[config.mk]
export PLATFORM = sky130hd
export DESIGN_NAME = accum_warp_looper_id_stage
export DESIGN_NICKNAME = d
export VERILOG_FILES = /design/src/rtl/accum_warp_looper_id_stage_pkg.sv /design/src/rtl/accum_warp_looper_linear_calc.sv /design/src/rtl/accum_warp_looper_id_stage.sv
export SDC_FILE = /design/constraint.sdc
export NUM_CORES = 1
export LEC_CHECK = 0
export CAP_MARGIN = 20
export CORE_MARGIN = 4
export CORE_UTILIZATION = 53
export DETAILED_ROUTE_END_ITERATION = 7
export GPL_TIMING_DRIVEN = 1
export PLACE_DENSITY = 0.89
export SLEW_MARGIN = 15
export SYNTH_ARGS = -nofsm -noshare
export SYNTH_HDL_FRONTEND = slang
export SYNTH_SLANG_ARGS = --single-unit
[constraint.sdc]
create_clock -name i_clk -period 11 [get_ports i_clk]
set_clock_uncertainty 0.2 [all_clocks]
set_input_delay 2.2 -clock i_clk [delete_from_list [all_inputs] [get_ports i_clk]]
set_output_delay 2.2 -clock i_clk [all_outputs]
set_load 0.03 [all_outputs]
[src/rtl/accum_warp_looper_id_stage_pkg.sv]
// Shared configuration constants for the accumulation warp looper slice.
// The id stage and its address calculator take their default widths from here.
package accum_warp_looper_id_stage_pkg;

  localparam int N_ICFG         = 3;
  localparam int GLOBAL_ADDR_BW = 16;
  localparam int WORK_BW        = 8;
  localparam int VDIM           = 2;

endpackage

[src/rtl/accum_warp_looper_linear_calc.sv]
// Per-config linear address: base plus each block offset shifted into place.
// Purely combinational; the sum wraps modulo 2^ABW.
module accum_warp_looper_linear_calc #(
  parameter int ABW  = 16,
  parameter int WBW  = 8,
  parameter int VDIM = 2,
  parameter int SBW  = 4
) (
  input  logic [ABW-1:0]             base,
  input  logic [VDIM-1:0][WBW-1:0]   bofs,
  input  logic [VDIM-1:0][SBW-1:0]   shifts,
  output logic [ABW-1:0]             sum
);

  logic [ABW-1:0] sum_s;

  // Accumulate the zero-extended, shifted offsets of every dimension onto the base
  always_comb begin
    sum_s = base;
    for (int d = 0; d < VDIM; d++) begin
      sum_s = sum_s + (ABW'(bofs[d]) << shifts[d]);
    end
  end

  assign sum = sum_s;

endmodule

[src/rtl/accum_warp_looper_id_stage.sv]
// Warp descriptor to per-config token expander: one token per active config,
// with retire/last released only on the final config of the warp.
module accum_warp_looper_id_stage
  import accum_warp_looper_id_stage_pkg::*;
#(
  parameter  int N_CFG   = N_ICFG,
  parameter  int ABW     = GLOBAL_ADDR_BW,
  localparam int WBW     = WORK_BW,
  localparam int NCFG_BW = $clog2(N_CFG + 1),
  localparam int SBW     = $clog2(ABW)
) (
  input  logic                              i_clk,
  input  logic                              i_rst,
  input  logic                              src_rdy,
  output logic                              src_ack,
  input  logic [VDIM-1:0][WBW-1:0]          i_bofs,
  input  logic                              i_retire,
  input  logic                              i_islast,
  input  logic [NCFG_BW-1:0]                i_id_end,
  input  logic [N_CFG-1:0][ABW-1:0]         i_linears,
  input  logic [N_CFG-1:0][VDIM-1:0][SBW-1:0] i_bshifts,
  input  logic [N_CFG-1:0]                  i_stencil_en,
  output logic                              dst_rdy,
  input  logic                              dst_ack,
  output logic [NCFG_BW-1:0]                o_id,
  output logic [ABW-1:0]                    o_linear,
  output logic [VDIM-1:0][WBW-1:0]          o_bofs,
  output logic                              o_retire,
  output logic                              o_islast,
  output logic                              o_stencil
);

  typedef enum logic {
    ST_IDLE = 1'b0,
    ST_BUSY = 1'b1
  } state_e;

  state_e                     state_r;
  logic [NCFG_BW-1:0]         id_r;
  logic [ABW-1:0]             linear_r;
  logic [VDIM-1:0][WBW-1:0]   bofs_r;
  logic                       retire_r;
  logic                       islast_r;

  logic                       busy_s;
  logic [NCFG_BW-1:0]         eff_end_s;
  logic                       id_last_s;
  logic                       src_ack_s;
  logic [NCFG_BW-1:0]         next_id_s;
  logic [NCFG_BW-1:0]         calc_id_s;
  logic [NCFG_BW-1:0]         sel_id_s;
  logic [NCFG_BW-1:0]         sten_id_s;
  logic [VDIM-1:0][WBW-1:0]   calc_bofs_s;
  logic [ABW-1:0]             calc_sum_s;

  // A zero config count is treated as one so a warp always yields a token
  assign eff_end_s = (i_id_end == '0) ? NCFG_BW'(1) : i_id_end;
  assign busy_s    = (state_r == ST_BUSY);
  assign id_last_s = (id_r == (eff_end_s - NCFG_BW'(1)));
  assign next_id_s = id_r + NCFG_BW'(1);
  assign src_ack_s = !i_rst && src_rdy && (!busy_s || (dst_ack && id_last_s));

  // Calculator operand mux: fresh warp at config 0, otherwise the next config
  always_comb begin
    calc_id_s   = '0;
    calc_bofs_s = '0;
    if (src_ack_s) begin
      calc_id_s   = '0;
      calc_bofs_s = i_bofs;
    end else begin
      calc_id_s   = next_id_s;
      calc_bofs_s = bofs_r;
    end
  end

  // Keep table lookups in range when the advance path is idle past the last config
  always_comb begin
    sel_id_s  = '0;
    sten_id_s = '0;
    if (calc_id_s < NCFG_BW'(N_CFG)) begin
      sel_id_s = calc_id_s;
    end else begin
      sel_id_s = '0;
    end
    if (id_r < NCFG_BW'(N_CFG)) begin
      sten_id_s = id_r;
    end else begin
      sten_id_s = '0;
    end
  end

  accum_warp_looper_linear_calc #(
    .ABW  (ABW),
    .WBW  (WBW),
    .VDIM (VDIM),
    .SBW  (SBW)
  ) u_linear_calc (
    .base   (i_linears[sel_id_s]),
    .bofs   (calc_bofs_s),
    .shifts (i_bshifts[sel_id_s]),
    .sum    (calc_sum_s)
  );

  // Token FSM: capture a warp, walk its configs, chain the next warp with no bubble
  always_ff @(posedge i_clk) begin
    if (i_rst) begin
      state_r  <= ST_IDLE;
      id_r     <= '0;
      linear_r <= '0;
      bofs_r   <= '0;
      retire_r <= 1'b0;
      islast_r <= 1'b0;
    end else begin
      case (state_r)
        ST_IDLE: begin
          if (src_ack_s) begin
            bofs_r   <= i_bofs;
            retire_r <= i_retire;
            islast_r <= i_islast;
            id_r     <= '0;
            linear_r <= calc_sum_s;
            state_r  <= ST_BUSY;
          end
        end
        ST_BUSY: begin
          if (dst_ack) begin
            if (!id_last_s) begin
              id_r     <= next_id_s;
              linear_r <= calc_sum_s;
            end else if (src_ack_s) begin
              bofs_r   <= i_bofs;
              retire_r <= i_retire;
              islast_r <= i_islast;
              id_r     <= '0;
              linear_r <= calc_sum_s;
            end else begin
              state_r  <= ST_IDLE;
            end
          end
        end
        default: begin
          state_r <= ST_IDLE;
        end
      endcase
    end
  end

  assign src_ack   = src_ack_s;
  assign dst_rdy   = busy_s;
  assign o_id      = id_r;
  assign o_linear  = linear_r;
  assign o_bofs    = bofs_r;
  assign o_retire  = retire_r && id_last_s && busy_s;
  assign o_islast  = islast_r && id_last_s && busy_s;
  assign o_stencil = i_stencil_en[sten_id_s];

endmodule

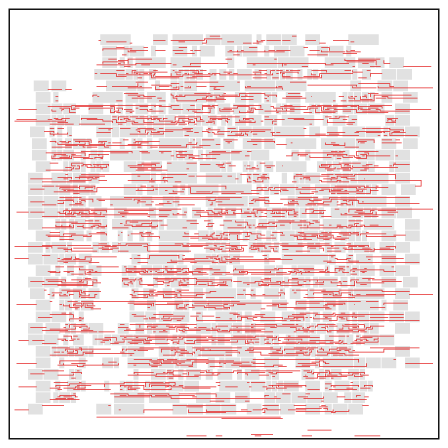
run_1/met1.png
Cells faint in the background.
main direction: horizontal
longest straight run: 43.2 µm
GR met1 Demand/Resource: 0.3637
total number of vias: 5209
Routed WL: 14330 µm

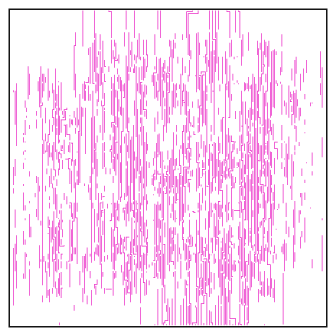
run_1/met2.png
nets with wire on the layer: 757
share of all routed wire: 46%
main direction: vertical
longest straight run: 50.0 µm
wire length on this layer: 6630 µm

==> results.json, run 1 <==
{
  "outcome": "finished clean",
  "clkPwrFrac": 0.168,
  "num_rows": 33,
  "worstRegToRegCells": 27,
  "simple_gate_share": 0.2491,
  "setup_violations": 0,
  "hold_path_class": "reg -> reg",
  "logic_area_um2": 3480,
  "core_area_um2": 8299,
  "final_cell_area_um2": 6050,
  "clkTransAtPathRegs_ps": 80,
  "die-area_um2": 10160,
  "p_sw_frac": 0.4247,
  "synth_cells": 657,
  "r2r_slack_ps": 3120,
  "adder_share": 0.1140,
  "cts.sinks": 37,
  "start_kind": "primary input",
  "fp.dieW_um": 100.8,
  "powerComb_uw": 425,
  "ys.flop_type": "dfxtp_1",
  "common_cells": "nand2_1, nor2_1, a21oi_1",
  "yosys.area_share.aoi": 0.2842,
  "post-place-cells": 861,
  "bufAreaShareNonClock": 0.2391,
  "seq_area_um2": 742.0,
  "nWellTaps": 105,
  "antenna_found_initial": 0,
  "period_used_share": 0.8091,
  "worst_slack_ps": 2100,
  "nClkBuffers": 5,
  "cts_root_buf": "clkbuf_8",
  "timing.rr.start": "o_id[0]$_SDFFE_PP0P_",
  "htreeDepth": 2,
  "mostFrequentLayoutCell": "clkdlybuf4s50_1",
  "path_class": "in -> reg",
  "met2_usage": 0.4739,
  "inverters": 39,
  "cp_num_cells": 24,
  "cts_resized": 0,
  "numSynthFlops": 37,
  "fmax_mhz": 112.4,
  "arrival_ps": 8910,
  "final_cell_mix": "clkdlybuf4s50_1, nand2_1, nor2_1, a21oi_1, inv_1",
  "top_logic_kind": "AND-OR/OR-AND gates",
  "rsz0062_at_grt": "false",
  "cp_max_fo": 38,
  "fin_setup_tns_ps": 0,
  "comb_share": 0.5752,
  "p_int_uw": 403.1,
  "power_density_nw_per_um2": 115.8,
  "cts_tree": "yes",
  "synth_area_um2": 4566,
  "dr_wl_met2_um": 6634,
  "ir_drop_mv": 0.05807,
  "critPathRequiredTime_ps": 11010,
  "crit_buf_inv": 4,
  "whs_path_depth": 2,
  "wl_met1_um": 5835,
  "cap_violations": 0,
  "routed.top_layer": "met4",
  "hold_viol_final": 0,
  "slew_viol_final": 0,
  "pwr-share-comb": 0.606
}
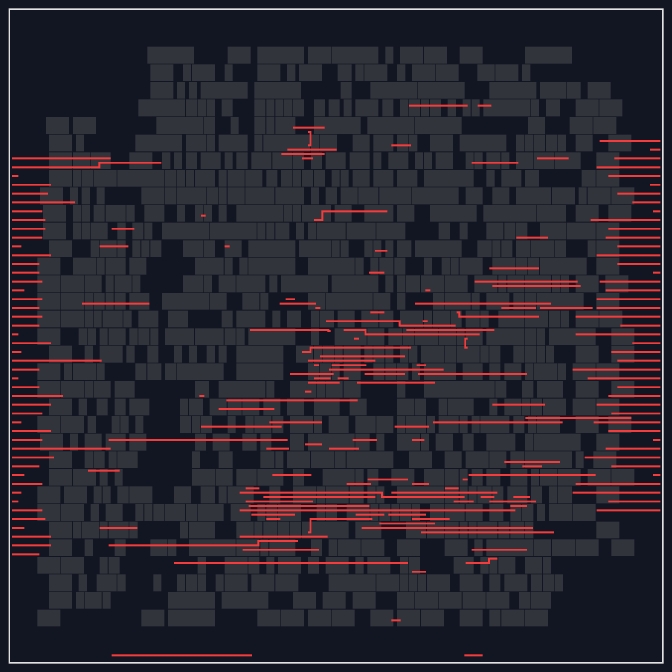
run_1/met3.png
Cells faint in the background.
nets with wire on the layer: 165
share of all routed wire: 10%
GRT met3 Usage: 0.05329

run_1/met4.png
The bar under the picture is 20 µm long. Cells faint in the background.
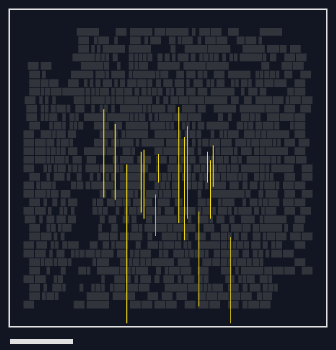

==> run 1 -> run 2 <==
--- a/config.mk
+++ b/config.mk
@@ -7,10 +7,10 @@
 export LEC_CHECK = 0
 export CAP_MARGIN = 20
 export CORE_MARGIN = 4
-export CORE_UTILIZATION = 53
+export CORE_UTILIZATION = 44
 export DETAILED_ROUTE_END_ITERATION = 7
 export GPL_TIMING_DRIVEN = 1
-export PLACE_DENSITY = 0.89
+export PLACE_DENSITY = 0.79
 export SLEW_MARGIN = 15
 export SYNTH_ARGS = -nofsm -noshare
 export SYNTH_HDL_FRONTEND = slang
==> constraint.sdc (replaced) <==
create_clock -name i_clk -period 7.62 [get_ports i_clk]
set_clock_uncertainty 0.2 [all_clocks]
set_input_delay 1.524 -clock i_clk [delete_from_list [all_inputs] [get_ports i_clk]]
set_output_delay 1.524 -clock i_clk [all_outputs]
set_load 0.03 [all_outputs]
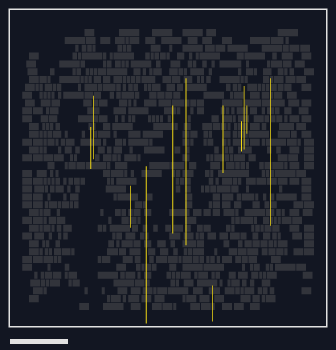
run_2/met4.png
The bar under the picture is 20 µm long. Cells faint in the background.
nets with wire on the layer: 12
main direction: vertical
share of all routed wire: 2.3%
longest straight run: 57.8 µm
wire length on this layer: 335 µm
total number of vias: 5146
Routed WL: 14660 µm

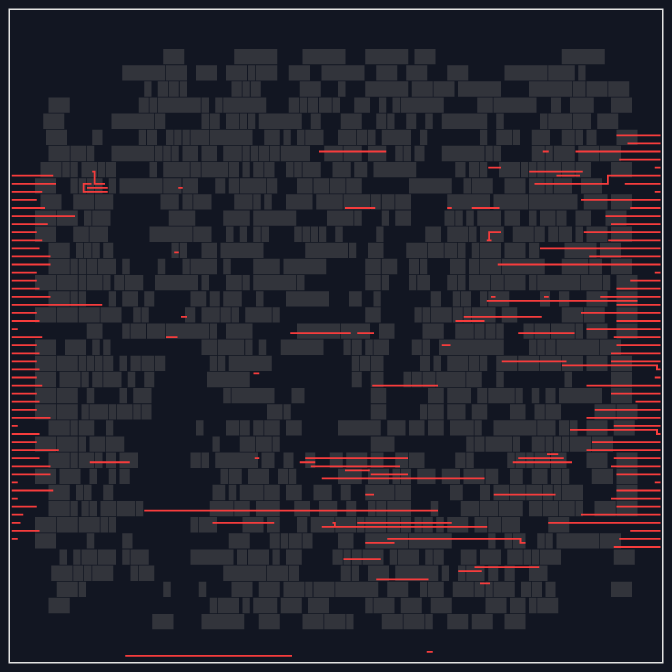
run_2/met3.png
Cells faint in the background.
share of all routed wire: 7.7%
longest straight run: 49.2 µm
wire length on this layer: 1130 µm
nets with wire on the layer: 134
GRT met3 Usage: 0.03641

==> run 2 against run 1 <==
Net effect: design area is 2.0% higher; combinational power is 45% higher; sequential power is 46% higher; first-iteration DRC count is 37% lower; via count is 1.2% lower; synthesized cell count stayed put; worst setup slack worse by 1700 ps; sequential cell count stayed put; global-route usage is 3.9 points lower; area after synthesis stayed put; utilization is 11 points lower; hold slack hardly changed; critical path type unchanged; largest cell class unchanged; largest power group unchanged; highest routed layer unchanged.
==> results.json, run 2 <==
{
  "timing.rr.start": "o_id[0]$_SDFFE_PP0P_",
  "antenna_cells": 0,
  "hold_path_class": "reg -> reg",
  "yosysTopAreaCell": "dfxtp_1",
  "routed.top_layer": "met4",
  "cp_max_fo": 8,
  "logic_area_um2": 3490,
  "inverters": 39,
  "detailedPlace.worstSlack_ps": 41.26,
  "cts_resized": 0,
  "synth.distinct_cells": 64,
  "post-place-cells": 900,
  "cts_tree": "yes",
  "mostFrequentLayoutCell": "clkdlybuf4s50_1",
  "arrival_ps": 7260,
  "clockBufferDepth": 2,
  "portBuffers": 137,
  "fmax_mhz": 138.0,
  "core_area_um2": 9955,
  "ys_area_um2": 4566,
  "route.detailed.drc": 0,
  "grt_pass1_vias": 4923,
  "comb_share": 0.5653,
  "start_kind": "primary input",
  "ir_drop_mv": 0.08951,
  "fp.dieW_um": 109.9,
  "slew_viol_final": 0,
  "yosys.area_share.aoi": 0.2842,
  "hold_start": "o_linear[14]$_SDFFE_PP0P_",
  "ys.flop_type": "dfxtp_1",
  "cp_num_cells": 24,
  "bufAreaShareNonClock": 0.2471,
  "met2_usage": 0.4181,
  "p_sw_frac": 0.4216,
  "r2r_slack_ps": 860,
  "worstRegToRegCells": 26,
  "antenna_found_initial": 0,
  "clkPwrFrac": 0.168,
  "fin_setup_tns_ps": 0,
  "final.fill_count": 879,
  "power_density_nw_per_um2": 165.0,
  "dr_wl_met2_um": 6681,
  "finalCriticalPeriod_ps": 7245,
  "total_power_mw": 1.018,
  "setup_violations": 0,
  "crit_path_end_kind": "register",
  "powerComb_uw": 617,
  "buffers": 157,
  "synth_area_um2": 4566,
  "cpPeakStageDelay_ps": 560,
  "ioPinCount": 138,
  "top_logic_kind": "AND-OR/OR-AND gates",
  "mux_area_frac": 0.09126,
  "path_class": "in -> reg",
  "seq_share": 0.1202,
  "xor_share": 0.02302,
  "cap_violations": 0,
  "cts_root_buf": "clkbuf_8",
  "period_used_share": 0.9508,
  "wl_per_cell_um": 16.16,
  "outcome": "finished clean",
  "common_cells": "nand2_1, nor2_1, a21oi_1",
  "seq_area_um2": 742.0,
  "final_cell_mix": "clkdlybuf4s50_1, nand2_1, nor2_1, a21oi_1, inv_1",
  "pwr-share-comb": 0.606,
  "clkTransAtPathRegs_ps": 70,
  "final_cell_area_um2": 6173,
  "busiest_layer": "met2",
  "critPathRequiredTime_ps": 7630,
  "nClkBuffers": 5,
  "cts.sinks": 37,
  "simple_gate_share": 0.2491,
  "postRouteAntennaNets": 0,
  "p_int_uw": 589.0,
  "die-area_um2": 12070,
  "hold_viol_final": 0,
  "numSynthFlops": 37,
  "num_rows": 36,
  "critPathLaunch": "i_id_end[0]",
  "crit_buf_inv": 3,
  "rsz0062_at_grt": "false",
  "wl_met1_um": 6512,
  "p_seq_uw": 230,
  "adder_share": 0.1140,
  "final_util": 0.6202,
  "worst_slack_ps": 375.2,
  "synth_cells": 657,
  "nWellTaps": 133,
  "whs_path_depth": 2,
  "p_leak_nw": 2.567,
  "met1_usage": 0.3120,
  "htreeDepth": 2
}
Power is estimated from default activity; no workload was simulated.
